**Clock network drawn from the DEF**

Scale bar: 20 µm.
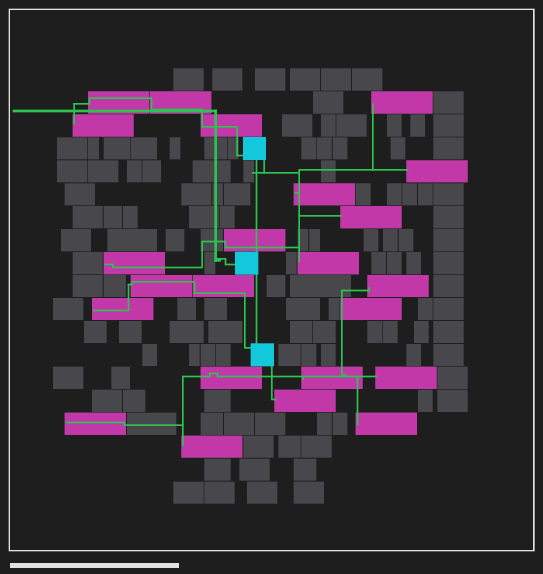
**M2 wires**

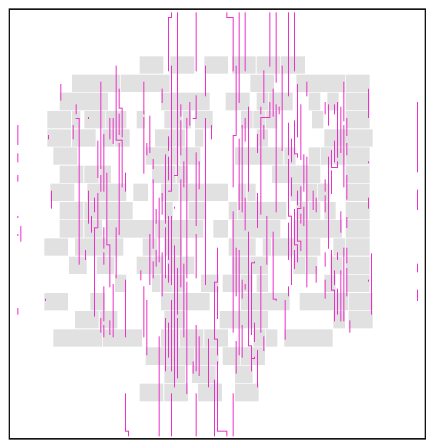
**Signal wires on met3**

Scale bar: 20 µm.
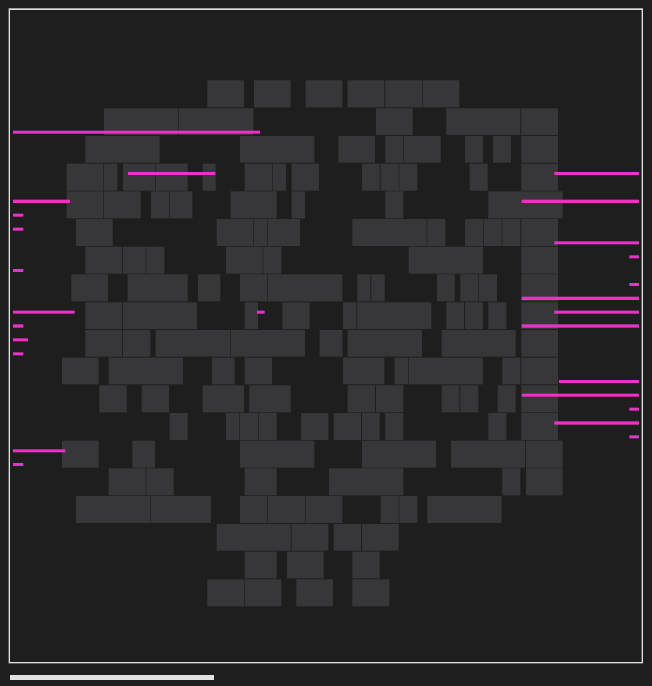
===== src/rtl/fetch_unit_pkg.sv =====
// Shared constants and types for the instruction fetch stage and its program counter.
// The opcode/operand field positions are shared with the control unit.
package fetch_unit_pkg;

    localparam int DEF_DATA_W  = 8;
    localparam int DEF_ADDR_W  = 5;
    localparam int OPCODE_MSB  = 7;
    localparam int OPCODE_LSB  = 5;
    localparam int OPERAND_MSB = 4;
    localparam int OPERAND_LSB = 0;

    typedef enum logic [1:0] {
        FS_IDLE  = 2'd0,
        FS_FETCH = 2'd1,
        FS_HOLD  = 2'd2
    } fetch_state_e;

    // PC increment for one cycle: control's advance plus an accepted fetch can stack to +2.
    function automatic logic [1:0] pc_step(input logic advance, input logic fetched);
        return {1'b0, advance} + {1'b0, fetched};
    endfunction

endpackage


===== src/rtl/fetch_unit_program_counter.sv =====
// Program counter: jump load, increment by 0/1/2 with wrap modulo 2^ADDR_W, synchronous reset.
// pc_next exposes the value the PC takes at the coming edge.
module program_counter
    import fetch_unit_pkg::*;
#(
    parameter int                ADDR_W   = DEF_ADDR_W,
    parameter logic [ADDR_W-1:0] PC_RESET = '0
) (
    input  logic              clk,
    input  logic              bReset,
    input  logic              load,
    input  logic [ADDR_W-1:0] load_val,
    input  logic [1:0]        step,
    output logic [ADDR_W-1:0] pc_next,
    output logic [ADDR_W-1:0] pc
);

    logic [ADDR_W-1:0] pc_d;
    logic [ADDR_W-1:0] pc_q;

    // Next PC: a jump load overrides any increment in the same cycle.
    always_comb begin
        pc_d = pc_q;
        if (load) begin
            pc_d = load_val;
        end else begin
            pc_d = pc_q + ADDR_W'(step);
        end
    end

    // PC register.
    always_ff @(posedge clk) begin
        if (bReset) begin
            pc_q <= PC_RESET;
        end else begin
            pc_q <= pc_d;
        end
    end

    assign pc_next = pc_d;
    assign pc      = pc_q;

endmodule


===== src/rtl/fetch_unit.sv =====
// Instruction fetch stage: memory request/ack handshake, instruction register, valid/ready
// hand-off to control, with jump redirection flushing any fetch already in flight.
module fetch_unit
    import fetch_unit_pkg::*;
#(
    parameter int          DATA_W   = DEF_DATA_W,
    parameter int          ADDR_W   = DEF_ADDR_W,
    parameter int unsigned PC_RESET = 0
) (
    input  logic              clk,
    input  logic              bReset,
    input  logic              hlt,
    input  logic              advance_pc,
    input  logic              pc_in,
    input  logic [DATA_W-1:0] bus_in,
    output logic              mem_req,
    output logic [ADDR_W-1:0] mem_addr,
    input  logic              mem_ack,
    input  logic [DATA_W-1:0] mem_rdata,
    output logic [DATA_W-1:0] instruction,
    output logic              instr_valid,
    input  logic              instr_ready,
    output logic [ADDR_W-1:0] pc_out,
    output logic              fetch_busy
);

    localparam logic [ADDR_W-1:0] PC_RST = PC_RESET[ADDR_W-1:0];

    fetch_state_e      state_d, state_q;
    logic [DATA_W-1:0] ir_d, ir_q;
    logic              flush_d, flush_q;
    logic [ADDR_W-1:0] mem_addr_d, mem_addr_q;
    logic              mem_req_q;
    logic              instr_valid_q;
    logic              fetched_s;
    logic [ADDR_W-1:0] pc_next_s;
    logic [ADDR_W-1:0] pc_s;
    logic              bus_unused_s;

    program_counter #(
        .ADDR_W   (ADDR_W),
        .PC_RESET (PC_RST)
    ) u_pc (
        .clk      (clk),
        .bReset   (bReset),
        .load     (pc_in),
        .load_val (bus_in[ADDR_W-1:0]),
        .step     (pc_step(advance_pc, fetched_s)),
        .pc_next  (pc_next_s),
        .pc       (pc_s)
    );

    // FSM next state, IR capture and flush tracking.
    always_comb begin
        state_d   = state_q;
        ir_d      = ir_q;
        flush_d   = flush_q;
        fetched_s = 1'b0;
        case (state_q)
            FS_IDLE: begin
                if (!hlt) begin
                    state_d = FS_FETCH;
                end else begin
                    state_d = FS_IDLE;
                end
            end
            FS_FETCH: begin
                if (mem_ack) begin
                    // A jump landing with the ack discards the data just like a pending flush.
                    if (flush_q || pc_in) begin
                        flush_d = 1'b0;
                        state_d = FS_IDLE;
                    end else begin
                        ir_d      = mem_rdata;
                        fetched_s = 1'b1;
                        state_d   = FS_HOLD;
                    end
                end else if (pc_in) begin
                    flush_d = 1'b1;
                end else begin
                    flush_d = flush_q;
                end
            end
            FS_HOLD: begin
                if (instr_ready || pc_in) begin
                    state_d = FS_IDLE;
                end else begin
                    state_d = FS_HOLD;
                end
            end
            default: begin
                state_d = FS_IDLE;
                flush_d = 1'b0;
            end
        endcase
    end

    // Request address is latched on FETCH entry so later PC moves cannot disturb it.
    always_comb begin
        mem_addr_d = mem_addr_q;
        if ((state_d == FS_FETCH) && (state_q != FS_FETCH)) begin
            mem_addr_d = pc_next_s;
        end else begin
            mem_addr_d = mem_addr_q;
        end
    end

    // State, IR, flush and registered handshake outputs.
    always_ff @(posedge clk) begin
        if (bReset) begin
            state_q       <= FS_IDLE;
            ir_q          <= '0;
            flush_q       <= 1'b0;
            mem_addr_q    <= PC_RST;
            mem_req_q     <= 1'b0;
            instr_valid_q <= 1'b0;
        end else begin
            state_q       <= state_d;
            ir_q          <= ir_d;
            flush_q       <= flush_d;
            mem_addr_q    <= mem_addr_d;
            mem_req_q     <= (state_d == FS_FETCH);
            instr_valid_q <= (state_d == FS_HOLD);
        end
    end

    assign bus_unused_s = &{1'b0, bus_in[DATA_W-1:ADDR_W]};

    assign mem_req     = mem_req_q;
    assign fetch_busy  = mem_req_q;
    assign mem_addr    = mem_addr_q;
    assign instruction = ir_q;
    assign instr_valid = instr_valid_q;
    assign pc_out      = pc_s;

endmodule


===== config.mk =====
export PLATFORM = sky130hd
export DESIGN_NAME = fetch_unit
export DESIGN_NICKNAME = d
export VERILOG_FILES = /design/src/rtl/fetch_unit_pkg.sv /design/src/rtl/fetch_unit_program_counter.sv /design/src/rtl/fetch_unit.sv
export SDC_FILE = /design/constraint.sdc
export NUM_CORES = 1
export LEC_CHECK = 0
export CORE_AREA = 5 5 57 59
export DETAILED_ROUTE_END_ITERATION = 12
export DIE_AREA = 0 0 62 64
export GPL_TIMING_DRIVEN = 1
export PLACE_DENSITY_LB_ADDON = 0.15
export SLEW_MARGIN = 15
export SYNTH_ARGS = -nofsm -noshare
export SYNTH_HDL_FRONTEND = slang
export SYNTH_SLANG_ARGS = --single-unit

===== constraint.sdc =====
create_clock -name clk -period 2.8 [get_ports clk]
set_input_delay 0.56 -clock clk [delete_from_list [all_inputs] [get_ports clk]]
set_output_delay 0.56 -clock clk [all_outputs]
set_load 0.01 [all_outputs]

==> reports/metrics.yaml <==
power:
  p_sw_w: 0.000167
  internal_power_w: 0.000481
min_path:
  hold_class: "register to register"
  min-delay-start: "instruction[7]"
global_routing:
  grt_overflow: 0
  grt_start_max_net_pins: 15
placement:
  gp_congestion: 0.705
die:
  well_tap_count: 31
  die_h_um: 64
status:
  status: "finished, final reports clean"
run:
  warnings: 29
detailed_routing:
  ant_nets: 0
  wl_per_cell_um: 14.2
layout:
  seqCellArea_um2: 460
  fill_cells: 274
clocking:
  cts_root_buf: "clkbuf_4"
  clk_pin_slew_ps: 120
  cts_buffer_depth: 2
worst_setup_path:
  path_class: "primary input to register"
  cpPeakStageDelay_ps: 470
  reg2reg_slack_ps: 490
  cp_max_fo: 2
synthesis:
  synthCells: 106
  area_leaders: "dfxtp_1 (46%), a21oi_1 (6.5%), nand3_1 (4.5%), o21ai_0 (4.0%), o41ai_2 (3.2%)"
About 'clock network drawn from the DEF':
[flip-flops] magenta | count: 23
[clock wires] green | length: 278 µm
[clock drivers] cyan | count: 3
routed clock nets	4

About 'M2 wires':
longest straight run	24.8 µm
nets with wire on the layer	149
share of all routed wire	52%
wire length on this layer	1310 µm

About 'signal wires on met3':
nets with wire on the layer	25
main direction	horizontal
share of all routed wire	5.6%
wire length on this layer	141 µm
longest straight run	23.9 µm
final wirelength: 2510 µm
Vias: 922
met3 GRT Util: 1.81%

Power is estimated from default activity; no workload was simulated.
